### config.mk
export PLATFORM = sky130hd
export DESIGN_NAME = square_check
export DESIGN_NICKNAME = d
export VERILOG_FILES = /design/src/rtl/square_check.sv
export SDC_FILE = /design/constraint.sdc
export NUM_CORES = 1
export LEC_CHECK = 0
export ABC_AREA = 0
export CAP_MARGIN = 10
export CORE_ASPECT_RATIO = 0.7
export CORE_MARGIN = 4
export CORE_UTILIZATION = 40
export CTS_BUF_LIST = sky130_fd_sc_hd__clkbuf_4
export DETAILED_ROUTE_END_ITERATION = 12
export PLACE_DENSITY = 0.57
export SKIP_CTS_REPAIR_TIMING = 1
export SLEW_MARGIN = 10
export SYNTH_ARGS = -nofsm -noshare
export SYNTH_HDL_FRONTEND = slang
export SYNTH_SLANG_ARGS = --single-unit
### constraint.sdc
create_clock -name clk_in -period 11.3 [get_ports clk_in]
set_input_delay 1.13 -clock clk_in [delete_from_list [all_inputs] [get_ports clk_in]]
set_output_delay 1.13 -clock clk_in [all_outputs]
set_load 0.02 [all_outputs]
### src/rtl/square_check.sv
// ----------------------------------------------------------------------------
// square_check
//
// Checks whether a candidate integer square root is exact. It squares the
// root with a sequential shift-add multiplier and then tests
// root*root <= x < (root+1)*(root+1).
//
// Ports
//   clk_in        sole clock, rising edge
//   rst_in        asynchronous, active-high reset
//   x             radicand under test (unsigned, WIDTH bits)
//   root          candidate floor(sqrt(x)) (unsigned, WIDTH bits)
//   valid_in      request strobe; operands captured when accepted in IDLE
//   square_out    root*root of the last completed request (2*WIDTH bits)
//   root_ok       root == floor(sqrt(x)) for the last completed request
//   result_valid  one-cycle pulse when square_out/root_ok are updated
//   busy          high while a request is in flight (state != IDLE)
//
// State | meaning
// ------+------------------------------------------------------------------
// IDLE  | waiting for valid_in; captures operands and clears acc/counter
// MULT  | one shift-add step per cycle over root bits 0..WIDTH-1
// CHECK | bound test on the finished square, publish result, back to IDLE
// ----------------------------------------------------------------------------
module square_check #(
    parameter int WIDTH = 19
) (
    input  logic                 clk_in,
    input  logic                 rst_in,
    input  logic [WIDTH-1:0]     x,
    input  logic [WIDTH-1:0]     root,
    input  logic                 valid_in,
    output logic [2*WIDTH-1:0]   square_out,
    output logic                 root_ok,
    output logic                 result_valid,
    output logic                 busy
);

    localparam logic [1:0] S_IDLE  = 2'd0;
    localparam logic [1:0] S_MULT  = 2'd1;
    localparam logic [1:0] S_CHECK = 2'd2;

    localparam int            CW       = (WIDTH > 1) ? $clog2(WIDTH) : 1;
    localparam logic [CW-1:0] LAST_BIT = CW'(WIDTH - 1);

    logic [1:0]         state_q, state_d;
    logic [WIDTH-1:0]   x_q,     x_d;
    logic [WIDTH-1:0]   root_q,  root_d;
    logic [2*WIDTH-1:0] acc_q,   acc_d;
    logic [CW-1:0]      cnt_q,   cnt_d;
    logic [2*WIDTH-1:0] sq_q,    sq_d;
    logic               ok_q,    ok_d;
    logic               rv_q,    rv_d;

    logic [2*WIDTH-1:0] partial;
    logic [2*WIDTH:0]   hi;
    logic [2*WIDTH:0]   acc_ext;
    logic [2*WIDTH:0]   x_ext;
    logic               check_ok;

    // root shifted into position for the current bit
    assign partial = {{WIDTH{1'b0}}, root_q} << cnt_q;

    // (root+1)^2 = root^2 + 2*root + 1; one extra bit so root = 2^WIDTH-1
    // does not wrap
    assign acc_ext  = {1'b0, acc_q};
    assign x_ext    = {{(WIDTH+1){1'b0}}, x_q};
    assign hi       = acc_ext + {{WIDTH{1'b0}}, root_q, 1'b0} + {{(2*WIDTH){1'b0}}, 1'b1};
    assign check_ok = (acc_ext <= x_ext) && (x_ext < hi);

    always_comb begin
        state_d = state_q;
        x_d     = x_q;
        root_d  = root_q;
        acc_d   = acc_q;
        cnt_d   = cnt_q;
        sq_d    = sq_q;
        ok_d    = ok_q;
        rv_d    = 1'b0;

        case (state_q)
            S_IDLE: begin
                if (valid_in) begin
                    x_d     = x;
                    root_d  = root;
                    acc_d   = '0;
                    cnt_d   = '0;
                    state_d = S_MULT;
                end
            end
            S_MULT: begin
                if (root_q[cnt_q]) begin
                    acc_d = acc_q + partial;
                end
                if (cnt_q == LAST_BIT) begin
                    state_d = S_CHECK;
                end else begin
                    cnt_d = cnt_q + CW'(1);
                end
            end
            S_CHECK: begin
                sq_d    = acc_q;
                ok_d    = check_ok;
                rv_d    = 1'b1;
                state_d = S_IDLE;
            end
            default: begin
                state_d = S_IDLE;
            end
        endcase
    end

    always_ff @(posedge clk_in or posedge rst_in) begin
        if (rst_in) begin
            state_q <= S_IDLE;
            x_q     <= '0;
            root_q  <= '0;
            acc_q   <= '0;
            cnt_q   <= '0;
            sq_q    <= '0;
            ok_q    <= 1'b0;
            rv_q    <= 1'b0;
        end else begin
            state_q <= state_d;
            x_q     <= x_d;
            root_q  <= root_d;
            acc_q   <= acc_d;
            cnt_q   <= cnt_d;
            sq_q    <= sq_d;
            ok_q    <= ok_d;
            rv_q    <= rv_d;
        end
    end

    assign square_out   = sq_q;
    assign root_ok      = ok_q;
    assign result_valid = rv_q;
    assign busy         = (state_q != S_IDLE);

endmodule
==> run notes, run 1 <==
Update from the flow run.

According to the dpl log, the detail-placed design has an HPWL of 24500 µm. The most critical setup path has its endpoint at acc_q[37]. The critical path data required time is 11.83 ns. The iteration count recorded for the first detailed-route pass is 5.

Dividing the detail-routed via count by the number of cells gives 5.65. The dominant kind of combinational cell is AND-OR/OR-AND gates. The uppermost layer routed is met4. met1 is the most crowded layer. The CTS tree is yes. The weighted congestion reported at the end of routability-driven placement is 1.06. The slew at the pin closest to its max-slew limit is 0.991 ns.

Summing all flip-flop and latch instances after layout gives 3080 µm². The layout summary lists the proportion of cells stronger than drive strength 1 as 7.24%. After routing the design area is 11500 µm².

In this run, CTS created clock tree buffers numbering 17. STA classifies the critical path startpoint as a register.

The count of synthesis-stage warnings from yosys is 0. The worst setup path is captured at a register. The overall track demand over capacity in global routing is 22.9%. The classification of the worst-slack hold path is register to register. Per STA, the worst path is made up of buf_4 > mux2_2 > o21ai_0 > mux2_2 > nor2_1 > a31oi_1 > o21ai_0 > ha_1 > a21o_1 > a21oi_1 > o311ai_0 > nor3b_1 > a21o_1 > a21o_1 > a211oi_1 > a21oi_1 > mux2i_1. The number of cells on the worst reg-to-reg path is 17. The cell sitting at the root of the clock tree is a sky130_fd_sc_hd__clkbuf_4. In this run, the synthesized area fraction spent on AND-OR/OR-AND gates is recorded as 20.2%. Summing the sequential cell areas from Yosys gives 30.5% of the chip area. For reference, the final report shows the max-slew violation count at 0. The flip-flop cell with the highest count after synthesis is sky130_fd_sc_hd__dfrtp_1.

The most critical hold endpoint after final layout shows a slack of 0.488 ns. By instance count, the cell type seen most on the critical path is sky130_fd_sc_hd__a21o_1. The number of cells traversed by the worst hold path is 2. Yosys mapped a number of flops with a built-in enable equal to 0. The final layout net count is 1411. The filler cell count is 2519. For the final routed database, the setup TNS stands at 0 ns. The final count of negative-setup-slack endpoints is 0. The clock net sink count is 123. The ratio of final minimum period to clock period is 42.5%. After clock tree synthesis, the clock-pin slew on the worst setup and hold paths is 0.14 ns. The first global-routing pass estimated 49600 µm of wire. Headroom to the max-slew limit came out at 33.9%. The category of the most critical setup path is register to register. The most numerous logic cell after layout is sky130_fd_sc_hd__nand2_1. Across all layers, the routed design uses 9097 vias. The detailed router reports a met2 wire length of 12100 µm. The flow ran to the end, and the final reports show no timing, DRC or antenna violations.
==> run 1: cell usage after synthesis, types with 6 or more instances <==
library cell	n	share of area, %
sky130_fd_sc_hd__nand2_1	229	8.5
sky130_fd_sc_hd__dfrtp_1	123	31
sky130_fd_sc_hd__o21ai_0	106	5.3
sky130_fd_sc_hd__ha_1	96	12
sky130_fd_sc_hd__nor2_1	72	2.7
sky130_fd_sc_hd__a21oi_1	68	3.4
sky130_fd_sc_hd__inv_1	50	1.9
sky130_fd_sc_hd__clkbuf_1	45	1.7
sky130_fd_sc_hd__a21o_1	44	3.3
sky130_fd_sc_hd__mux2i_1	36	3.6
sky130_fd_sc_hd__mux2_2	32	3.6
sky130_fd_sc_hd__xnor2_1	30	2.6
sky130_fd_sc_hd__xor2_1	26	2.3
sky130_fd_sc_hd__nand3_1	25	1.2
sky130_fd_sc_hd__nor3_1	23	1.1
sky130_fd_sc_hd__o21a_1	17	1.3
sky130_fd_sc_hd__nand4_1	16	0.99
sky130_fd_sc_hd__a211oi_1	13	0.97
sky130_fd_sc_hd__nand2b_1	12	0.75
sky130_fd_sc_hd__o21bai_1	11	0.82
sky130_fd_sc_hd__and3_1	10	0.62
sky130_fd_sc_hd__nor2b_1	10	0.62
sky130_fd_sc_hd__o22ai_1	10	0.62
sky130_fd_sc_hd__and2_1	8	0.50
sky130_fd_sc_hd__o21ai_1	7	0.35
sky130_fd_sc_hd__buf_1	6	0.22
sky130_fd_sc_hd__o31ai_1	6	0.45
sky130_fd_sc_hd__or3_1	6	0.37
==> run 1: worst max-delay path, delay by kind of cell, from the launching register on <==
kind | cells | cell delay (ns)
AOI/OAI and AO/OA | 10 | 2.42
muxes | 3 | 0.87
adders and majority gates | 1 | 0.52
buffers and inverters | 1 | 0.38
DFF | 1 | 0.35
and+or+nand+nor | 2 | 0.18
==> run 1: area by class of cell <==
| cell class | count | share of cell area [%] |
|---|---|---|
| antenna | 1 | 0.0218 |
| clock buffer | 17 | 1.11 |
| clock inverter | 15 | 2.05 |
| inverter | 52 | 1.72 |
| multi-input combinational | 986 | 57.0 |
| sequential | 123 | 26.8 |
| tap | 325 | 3.54 |
| timing repair buffer | 92 | 7.78 |
==> run 1: registers in the layout (all words and copies together), names as in the netlist <==
name,cells
acc_q,38
root_q,19
x_q,19
square_out,38
state_q,2
root_ok,1
result_valid,1
cnt_q,5
==> run 1: metrics by stage <==
step / util (%) / instances
floorplan: - / 1222
detailed placement: 45.0 / 1578
global placement: 45.0 / 1578
finish: 46.4 / 1611
global route: 46.4 / 1611
CTS: 46.4 / 1610
==> run 1: worst min-delay path by stage <==
stage                         from             end  slack, ns
finish              square_out[26]  square_out[26]       0.49
global route         square_out[4]   square_out[4]       0.51
CTS                 square_out[26]  square_out[26]       0.50
detailed placement   square_out[8]   square_out[8]       0.46
global placement     square_out[9]   square_out[9]       0.46
floorplan                acc_q[32]  square_out[32]       0.50
### Power grid, run 1

Scale bar: 50 µm. Pins as bars on the die edge.
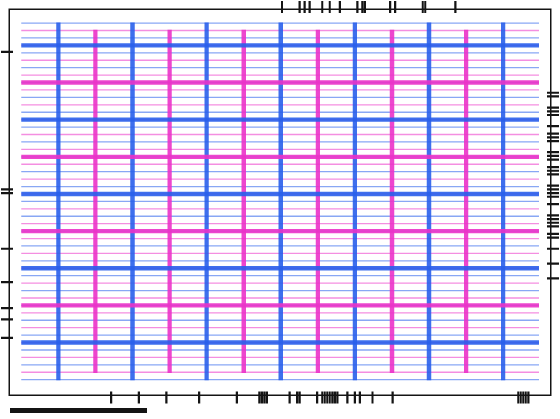
[VDD] magenta
[VSS] blue
met4 straps: 13
met5 straps: 9
signal pins: 82
rows: 48
met1 rails: 49
area inside the core boundary: 24700 µm²
Horiz. Die Dim: 198 µm
die extent in y: 141 µm

### Cell classes on the final placement, run 1

Scale bar: 50 µm.
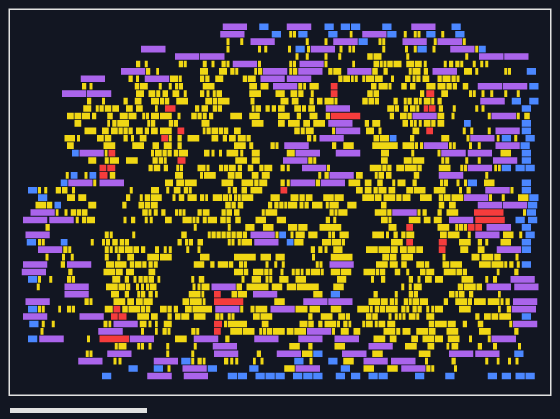
[remaining buffers and delay cells] blue | cells: 92 | share of their area: 8.1%
[sequential cells] purple | cells: 123 | share of their area: 28%
[clock drivers and dummy loads] red | cells: 32 | share of their area: 3.3%
[combinational and other logic] yellow | cells: 1038 | share of their area: 61%
fraction of standard cell area that is sequential: 26.8%
FP Rows: 48
final core utilization: 46.4%

### Clock wires, drivers and flops, run 1

Scale bar: 50 µm.
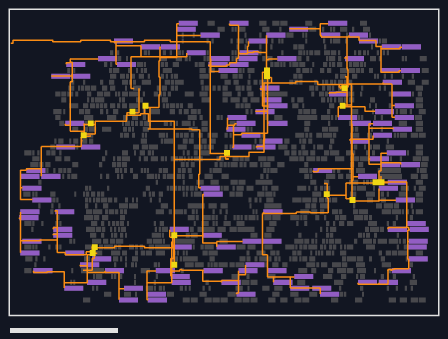
[flip-flops] purple | count: 123
[clock drivers] yellow | count: 17
[clock wires] orange | length: 2080 µm
flops lie: spread over the die
routed clock nets: 18
skew final: 0.0241 ns
worst skew pair latency: 0.59 ns

--- run 2 (diff from run 1) ---
==> constraint.sdc (replaced) <==
create_clock -name clk_in -period 5 [get_ports clk_in]
set_input_delay 0.5 -clock clk_in [delete_from_list [all_inputs] [get_ports clk_in]]
set_output_delay 0.5 -clock clk_in [all_outputs]
set_load 0.02 [all_outputs]
### Clock wires, drivers and flops, run 2

Scale bar: 50 µm.
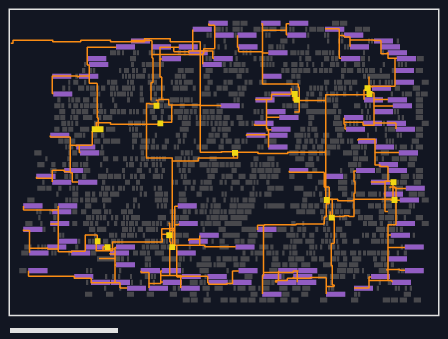
[clock wires] orange | length: 2050 µm
[clock drivers] yellow | count: 17
[flip-flops] purple | count: 123
flops lie: spread over the die
routed clock nets: 18
skew final: 0.0250 ns

### Power grid, run 2

Scale bar: 50 µm. Pins as bars on the die edge.
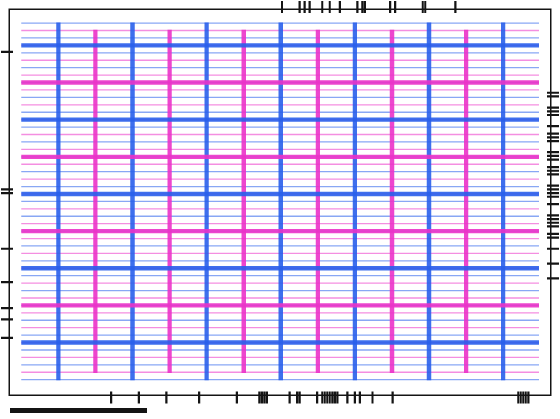

==> run 2 against run 1 <==
Net effect:
- largest cell class unchanged
- synthesized cell count unchanged
- fmax is 3.3% higher
- critical endpoint unchanged
- sequential share of layout area decreased by 0.35 points
==> run notes, run 2 <==
Update from the flow run.

The floorplan step defined a core boundary enclosing 24700 µm². The classification of the worst-slack hold path is input pin to async pin. The critical path data required time is 5.47 ns. The clock-pin slew reported for the worst setup and hold paths after clock tree synthesis is 0.14 ns. The area fraction of the dominant cell type after synthesis is 30.5%. The synthesis report lists the most area-consuming cells as sky130_fd_sc_hd__dfrtp_1 31%, sky130_fd_sc_hd__ha_1 12%, sky130_fd_sc_hd__nand2_1 8.5%. The overall track demand over capacity in global routing is 23.3%. The chip occupies 27800 µm². The total instance count after detailed placement is 1605.

For this run the aggregate overflow at the end of global routing stands at 0. The final timing report lists a max-slew violation count of 0. The synthesis run shows the most used standard cells to be 229 x sky130_fd_sc_hd__nand2_1, 123 x sky130_fd_sc_hd__dfrtp_1, 106 x sky130_fd_sc_hd__o21ai_0. Adding up every negative setup slack in the final design gives 0 ns.

The worst hold-check slack is 0.366 ns. The root buffer selected by CTS is sky130_fd_sc_hd__clkbuf_4. Per the finish-stage timing summary, setup violations number 0. The category of the most critical setup path is register to register. The launching element type of the critical path is a register.

Yosys instantiated no cell more often than sky130_fd_sc_hd__nand2_1. The weighted congestion reported at the end of routability-driven placement is 0.992. OpenROAD reports that the post-layout worst path occupies 92.9% of the period. The clock net sink count is 123. The half-perimeter wire length of the detailed placement result is 25100 µm. The flow ran to the end, and the final reports show no timing, DRC or antenna violations. The first global-routing pass estimated 50600 µm of wire. STA classifies the critical path endpoint as a register. Of the synthesized area, sequential elements account for 30.5%. The number of non-filler instances in the completed layout is 1638. The most numerous logic cell after layout is sky130_fd_sc_hd__nand2_1. The CTS buffer count is 17. The flip-flop cell with the highest count after synthesis is sky130_fd_sc_hd__dfrtp_1. sky130_fd_sc_hd__dfrtp_1 takes more of the synthesized area than any other cell. The worst slew margin relative to its limit is 54.0%. The floorplan has 48 rows. The clock reaches the later pin of the worst-skew pair after 0.59 ns. The first detailed-routing pass took 5 iterations. For the pin with the worst max-slew slack, the measured transition is 0.682 ns. The synthesized design contains 0 enable-type register cells. The chip width is 198 µm. The count of synthesis-stage warnings from yosys is 0. The final layout contains 1438 nets.

In this run the vertical extent of the chip is 141 µm.
## run 2: cell counts after synthesis
No cell type changed its count.
## run 2: worst paths after layout
path,startpoint,endpoint,slack [ns],cells past startpoint
min reg2reg,square_out[12],square_out[12],0.48,2
min,rst_in,acc_q[12],0.37,2
max reg2reg,cnt_q[1],acc_q[37],0.36,17
max,cnt_q[1],acc_q[37],0.36,17
min in group clk_in,x[4],x_q[4],0.46,3
max in group asynchronous,rst_in,acc_q[22],3.65,3
## run 2: kinds of logic after synthesis
family / after synthesis / synth area share (%)
simple gates: 435 / 19.3
fa+ha+maj: 98 / 12.3
flops: 123 / 30.5
xor+xnor: 56 / 4.87
buf+inv: 113 / 4.57
mux: 73 / 8.27
compound gates: 324 / 20.2
## run 2: final cells by class
cell class / instances / area (µm²)
Clock buffer: 17 / 128
Tap cell: 325 / 407
Inverter: 52 / 198
Clock inverter: 15 / 174
Sequential cell: 123 / 3080
Timing Repair Buffer: 119 / 1110
Fill cell: 2490 / 13100
Multi-Input combinational cell: 986 / 6550
Antenna cell: 1 / 2.50
## run 2: critical path: stages (launching register included)
cell and delay, ns:
sky130_fd_sc_hd__dfrtp_1 0.66, sky130_fd_sc_hd__buf_12 0.24, sky130_fd_sc_hd__mux2_2 0.36, sky130_fd_sc_hd__o21ai_0 0.26
sky130_fd_sc_hd__mux2i_1 0.17, sky130_fd_sc_hd__a21oi_1 0.27, sky130_fd_sc_hd__nor2_1 0.07, sky130_fd_sc_hd__ha_1 0.34
sky130_fd_sc_hd__nand3_1 0.14, sky130_fd_sc_hd__or3_1 0.38, sky130_fd_sc_hd__a211oi_1 0.45, sky130_fd_sc_hd__a221o_1 0.27
sky130_fd_sc_hd__o21ai_1 0.09, sky130_fd_sc_hd__a21o_1 0.20, sky130_fd_sc_hd__a21o_1 0.19, sky130_fd_sc_hd__a211oi_1 0.23
sky130_fd_sc_hd__or2_0 0.14, sky130_fd_sc_hd__mux2i_1 0.06
## run 2: per-stage QoR
stage	util (%)	setup slack (ns)
after floorplan	-	0.785
after global placement	45.8	0.457
after detailed placement	45.8	0.427
after CTS	47.0	0.406
after global routing	47.1	0.0278
final	47.1	0.357
## run 2: layer usage
| layer | vias up | GRT usage [%] | share of wire (%) |
|---|---|---|---|
| li1 | 4496 | - | - |
| met1 | 4351 | 38.8 | 54 |
| met2 | 299 | 30.1 | 38 |
| met3 | 29 | 4.90 | 7.4 |
| met4 | 0 | 4.49 | 1.2 |
| met5 | - | 0 | 0 |
